File: config.mk
export PLATFORM = sky130hd
export DESIGN_NAME = mem_cmd_gen_flat
export DESIGN_NICKNAME = d
export VERILOG_FILES = /design/src/rtl/mem_cmd_gen_pkg.sv /design/src/rtl/mem_cmd_gen_if.sv /design/src/rtl/mem_cmd_gen_debounce.sv /design/src/rtl/mem_cmd_gen.sv /design/src/flat_wrapper.sv
export SDC_FILE = /design/constraint.sdc
export NUM_CORES = 1
export LEC_CHECK = 0
export CAP_MARGIN = 15
export CORE_UTILIZATION = 40
export CTS_CLUSTER_DIAMETER = 100
export DETAILED_ROUTE_END_ITERATION = 12
export DONT_BUFFER_PORTS = 1
export PLACE_DENSITY = 0.65
export SYNTH_ARGS = -nofsm -noshare
export SYNTH_HDL_FRONTEND = slang
export SYNTH_SLANG_ARGS = --single-unit
File: constraint.sdc
create_clock -name clk -period 1.9 [get_ports clk]
set_clock_uncertainty 0.1 [all_clocks]
set_input_delay 0.38 -clock clk [delete_from_list [all_inputs] [get_ports clk]]
set_output_delay 0.38 -clock clk [all_outputs]
set_load 0.02 [all_outputs]
File: src/rtl/mem_cmd_gen_pkg.sv
// rtl/mem_cmd_gen_pkg.sv - shared types, button indices and helpers for mem_cmd_gen
package mem_cmd_gen_pkg;

    typedef enum logic [1:0] {
        ST_IDLE = 2'd0,
        ST_REQ  = 2'd1,
        ST_DONE = 2'd2
    } req_state_t;

    localparam int BTN_COMMIT = 0;
    localparam int BTN_INC    = 1;
    localparam int BTN_CUR    = 2;
    localparam int BTN_CLR    = 3;

    localparam logic [1:0] CURSOR_INIT = 2'd3;

    // Increment one nibble modulo 16; the carry never leaks into neighbours.
    function automatic logic [15:0] nibble_inc(input logic [15:0] d, input logic [1:0] sel);
        logic [15:0] r;
        r = d;
        r[{sel, 2'b00} +: 4] = d[{sel, 2'b00} +: 4] + 4'd1;
        return r;
    endfunction

endpackage

File: src/rtl/mem_cmd_gen_if.sv
// rtl/mem_cmd_gen_if.sv - write request handshake bus between mem_cmd_gen and the memory stage
interface mem_cmd_gen_if;
    logic        wr_req;
    logic [7:0]  wr_addr;
    logic [15:0] wr_data;
    logic        wr_ack;
    logic        wr_done;
    logic        wr_err;

    modport master (
        output wr_req, wr_addr, wr_data, wr_done, wr_err,
        input  wr_ack
    );

    modport slave (
        input  wr_req, wr_addr, wr_data, wr_done, wr_err,
        output wr_ack
    );
endinterface

File: src/rtl/mem_cmd_gen_debounce.sv
// rtl/mem_cmd_gen_debounce.sv - two-flop sync, stable-count debounce and press pulse for one button
module btn_debounce #(
    parameter int DB_CYCLES = 500000
) (
    input  logic clk,
    input  logic rst_n,
    input  logic raw,
    output logic press
);
    localparam int CW = (DB_CYCLES > 1) ? $clog2(DB_CYCLES) : 1;
    localparam logic [CW-1:0] CNT_LAST = CW'(DB_CYCLES - 1);

    logic [1:0]    sync_q;
    logic          level_q;
    logic [CW-1:0] cnt_q;

    // The counter only runs while the synced input disagrees with the level,
    // so any glitch back to the current level restarts the stability window.
    always_ff @(posedge clk) begin
        if (!rst_n) begin
            sync_q  <= 2'b00;
            level_q <= 1'b0;
            cnt_q   <= '0;
            press   <= 1'b0;
        end else begin
            sync_q <= {sync_q[0], raw};
            press  <= 1'b0;
            if (sync_q[1] == level_q) begin
                cnt_q <= '0;
            end else if (cnt_q == CNT_LAST) begin
                level_q <= ~level_q;
                cnt_q   <= '0;
                press   <= ~level_q;
            end else begin
                cnt_q <= cnt_q + 1'b1;
            end
        end
    end
endmodule

File: src/rtl/mem_cmd_gen.sv
// rtl/mem_cmd_gen.sv - button-driven halfword editor issuing req/ack write commands with timeout
module mem_cmd_gen
    import mem_cmd_gen_pkg::*;
#(
    parameter int          DB_CYCLES   = 500000,
    parameter int          ACK_TIMEOUT = 1024,
    parameter logic [15:0] INIT_DATA   = 16'hABCD
) (
    input  logic          clk,
    input  logic          rst_n,
    input  logic [3:0]    btn_in,
    input  logic [7:0]    switch,
    mem_cmd_gen_if.master wr_bus,
    output logic [15:0]   edit_data,
    output logic [1:0]    cursor
);
    localparam int TW = (ACK_TIMEOUT > 1) ? $clog2(ACK_TIMEOUT) : 1;
    localparam logic [TW-1:0] TIMER_LAST = TW'(ACK_TIMEOUT - 1);

    logic [3:0]  press;
    logic [7:0]  sw_meta_q, sw_sync_q;
    logic [15:0] edit_q;
    logic [1:0]  cur_q;

    req_state_t  state_q, state_d;
    logic [TW-1:0] timer_q, timer_d;
    logic        req_q, req_d;
    logic [7:0]  addr_q, addr_d;
    logic [15:0] data_q, data_d;
    logic        err_q, err_d;

    for (genvar i = 0; i < 4; i++) begin : g_db
        btn_debounce #(.DB_CYCLES(DB_CYCLES)) u_db (
            .clk   (clk),
            .rst_n (rst_n),
            .raw   (btn_in[i]),
            .press (press[i])
        );
    end

    always_ff @(posedge clk) begin
        if (!rst_n) begin
            sw_meta_q <= 8'h00;
            sw_sync_q <= 8'h00;
        end else begin
            sw_meta_q <= switch;
            sw_sync_q <= sw_meta_q;
        end
    end

    // Clear wins over increment; a cursor move in the same cycle lands after
    // the increment, so the increment still targets the old nibble.
    always_ff @(posedge clk) begin
        if (!rst_n) begin
            edit_q <= INIT_DATA;
            cur_q  <= CURSOR_INIT;
        end else begin
            if (press[BTN_CLR]) begin
                edit_q <= 16'h0000;
            end else if (press[BTN_INC]) begin
                edit_q <= nibble_inc(edit_q, cur_q);
            end
            if (press[BTN_CUR]) begin
                cur_q <= cur_q - 2'd1;
            end
        end
    end

    always_ff @(posedge clk) begin
        if (!rst_n) begin
            state_q <= ST_IDLE;
            timer_q <= '0;
            req_q   <= 1'b0;
            addr_q  <= 8'h00;
            data_q  <= 16'h0000;
            err_q   <= 1'b0;
        end else begin
            state_q <= state_d;
            timer_q <= timer_d;
            req_q   <= req_d;
            addr_q  <= addr_d;
            data_q  <= data_d;
            err_q   <= err_d;
        end
    end

    always_comb begin
        state_d = state_q;
        timer_d = timer_q;
        req_d   = req_q;
        addr_d  = addr_q;
        data_d  = data_q;
        err_d   = err_q;
        case (state_q)
            ST_IDLE: begin
                if (press[BTN_COMMIT]) begin
                    addr_d  = sw_sync_q;
                    data_d  = edit_q;
                    req_d   = 1'b1;
                    err_d   = 1'b0;
                    timer_d = '0;
                    state_d = ST_REQ;
                end
            end
            ST_REQ: begin
                // An ack arriving on the final timeout cycle still counts.
                if (wr_bus.wr_ack) begin
                    req_d   = 1'b0;
                    state_d = ST_DONE;
                end else if (timer_q == TIMER_LAST) begin
                    req_d   = 1'b0;
                    err_d   = 1'b1;
                    state_d = ST_IDLE;
                end else begin
                    timer_d = timer_q + 1'b1;
                end
            end
            ST_DONE: begin
                state_d = ST_IDLE;
            end
            default: begin
                state_d = ST_IDLE;
                req_d   = 1'b0;
            end
        endcase
    end

    assign wr_bus.wr_req  = req_q;
    assign wr_bus.wr_addr = addr_q;
    assign wr_bus.wr_data = data_q;
    assign wr_bus.wr_err  = err_q;
    assign wr_bus.wr_done = (state_q == ST_DONE);
    assign edit_data      = edit_q;
    assign cursor         = cur_q;
endmodule

File: src/flat_wrapper.sv
// flat-port wrapper written by rule: the top's interface ports become plain ports
module mem_cmd_gen_flat import mem_cmd_gen_pkg::*;
#(
    parameter int          DB_CYCLES   = 500000,
    parameter int          ACK_TIMEOUT = 1024,
    parameter logic [15:0] INIT_DATA   = 16'hABCD
)
  (clk, rst_n, btn_in, switch, edit_data, cursor, wr_bus_wr_req, wr_bus_wr_addr, wr_bus_wr_data, wr_bus_wr_done, wr_bus_wr_err, wr_bus_wr_ack);
  mem_cmd_gen_if wr_bus_i ();
  input  logic clk;
  input  logic rst_n;
  input  logic [3:0] btn_in;
  input  logic [7:0] switch;
  output logic [15:0] edit_data;
  output logic [1:0] cursor;
  output wire logic [$bits(wr_bus_i.wr_req)-1:0] wr_bus_wr_req;
  output wire logic [$bits(wr_bus_i.wr_addr)-1:0] wr_bus_wr_addr;
  output wire logic [$bits(wr_bus_i.wr_data)-1:0] wr_bus_wr_data;
  output wire logic [$bits(wr_bus_i.wr_done)-1:0] wr_bus_wr_done;
  output wire logic [$bits(wr_bus_i.wr_err)-1:0] wr_bus_wr_err;
  input wire logic [$bits(wr_bus_i.wr_ack)-1:0] wr_bus_wr_ack;
  assign wr_bus_wr_req = wr_bus_i.wr_req;
  assign wr_bus_wr_addr = wr_bus_i.wr_addr;
  assign wr_bus_wr_data = wr_bus_i.wr_data;
  assign wr_bus_wr_done = wr_bus_i.wr_done;
  assign wr_bus_wr_err = wr_bus_i.wr_err;
  assign wr_bus_i.wr_ack = wr_bus_wr_ack;
  mem_cmd_gen #(.DB_CYCLES(DB_CYCLES), .ACK_TIMEOUT(ACK_TIMEOUT), .INIT_DATA(INIT_DATA)) u_core (.clk(clk), .rst_n(rst_n), .btn_in(btn_in), .switch(switch), .wr_bus(wr_bus_i), .edit_data(edit_data), .cursor(cursor));
endmodule
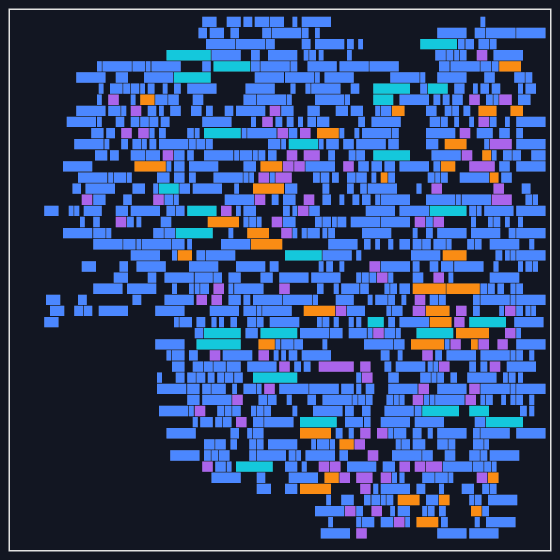
sizes.png
| size | color | cells | most used |
|---|---|---|---|
| _2 cells | orange | 37 | dfxtp_2 |
| _6 and larger | cyan | 27 | clkbuf_16 |
| _0 and _1 cells | blue | 710 | dfxtp_1 |
| _3 and _4 cells | purple | 92 | buf_4 |
count of non-CTS buffers in the layout: 96
area growth from synthesis to layout: 25.1%
fin area: 8470 um^2
Worst Slack Setup Final: 0.0463 ns

==> qor.yml <==
worst_hold_path:
  timing.hold.worst.start: "rst_n"
  worst_hold_path_type: "in -> reg"
  timing.hold.worst_path_depth: 2
layout:
  final_layout_top_logic_cells: "156 x sky130_fd_sc_hd__dfxtp_1, 95 x sky130_fd_sc_hd__nand2_1, 80 x sky130_fd_sc_hd__buf_4"
  comb_cells: 552
  clock_tree_area_fraction_pct: 7.22
  flop_share_of_the_area_pct: 38.9
  area_dominant_class: "multi-input combinational cells"
  nonClockInverterCount: 23
  layout_top_cell_excl_fill_tap: "sky130_fd_sc_hd__dfxtp_1"
  final-comb-area_um2: 3420
  seqCellArea_um2: 3300
  final.clkbuf_count: 23
  design.final.nets: 879
critical_path:
  worstSetupStartpoint: "u_core.state_q[1]"
  worstReg2RegEnd: "u_core.g_db[3].u_db.cnt_q[16]"
  worstRegToRegCells: 5
  number_of_buffer_and_inverter_stages_on_the_critical_path: 0
  critPathLaunchType: "register"
  timing.critical_path.to: "wr_bus_wr_done"
  worstPathArrival_ns: 1.37
  timing.critical_path.to_type: "primary output"
  crit_path_top_delay_cell: "sky130_fd_sc_hd__dfxtp_1"
  crit_family: "flip-flops"
sta:
  worst_slew_pin_tran_ns: 0.405
  final-max-slew-violation-count: 0
  grt_setup_unrepaired: "yes"
  clock.fmax_ghz: 0.539
  final.hold.worst_slack_ns: 0.0215
  maxSlewHeadroom_pct: 72.9
  finalCriticalPeriod_ns: 1.85
routing:
  detail_route.drc_violations: 0
  met2RoutedLength_um: 6670
  via_per_inst: 5.18
  wl_met1_um: 7240
  met3_wirelength_um: 693
synth:
  dominant_combinational_family: "simple AND/OR/NAND/NOR gates"
  synth.avg_cell_area_um2: 8.83
  fa_ha_area_share_pct: 1.85
  syn_area_um2: 6770
  netlist.top_cell.by_instances: "sky130_fd_sc_hd__dfxtp_1"
  aoi_oai_family_share_of_the_synthesized_area_pct: 11.9
  post_synth_mux_area_share_pct: 1.33
  ys_seq_share_pct: 48.5
floorplanning:
  initCoreUtil_pct: 40.8
  die-width_um: 132
  floorplan.tapcells: 220
  chipHeight_um: 132
  core_region_area_um2: 16600
  die_area_um2: 17500
global_routing:
  gr-total-overflow: 0
  grt_first_pass_wirelength_um: 24600
  grt_use_met1_pct: 22.7
  first_global_vias: 5157
  grt_max_degree: 35
job:
  number_of_warning_messages_in_the_logs: 31
  count_of_max_cap_constraint_violations: 0
place:
  dpl.hpwl_um: 9990
  gp_congestion: 0.855
  post_dp_cell_area_um2: 7550
cts:
  cts_post_setup_buffers_inserted: 0
  clk_root_buffer_cell: "sky130_fd_sc_hd__clkbuf_16"
  clock_sink_count: 164
  post_cts_hold_fix_buffer_tally: 14
  cts_buffer_depth: 2
  h-tree-depth: 4
  tritoncts: "built"
pwr:
  seq_power_share_pct: 48.8
  power_density_nw_per_um2: 840
  clock_power_uw: 3530
  p_seq_uw: 3470
  intPower_uw: 5710
outcome:
  outcome: "complete, no violations"
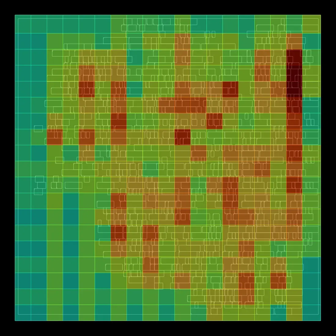
congestion.png
met2 demand-to-capacity share in global routing: 27.6%
met3 usage: 5.07%
routed length per instance: 13.6 um
overall routing resource usage: 17.5%
core utilization of the finished layout: 51.1%

Power is estimated from default activity; no workload was simulated.
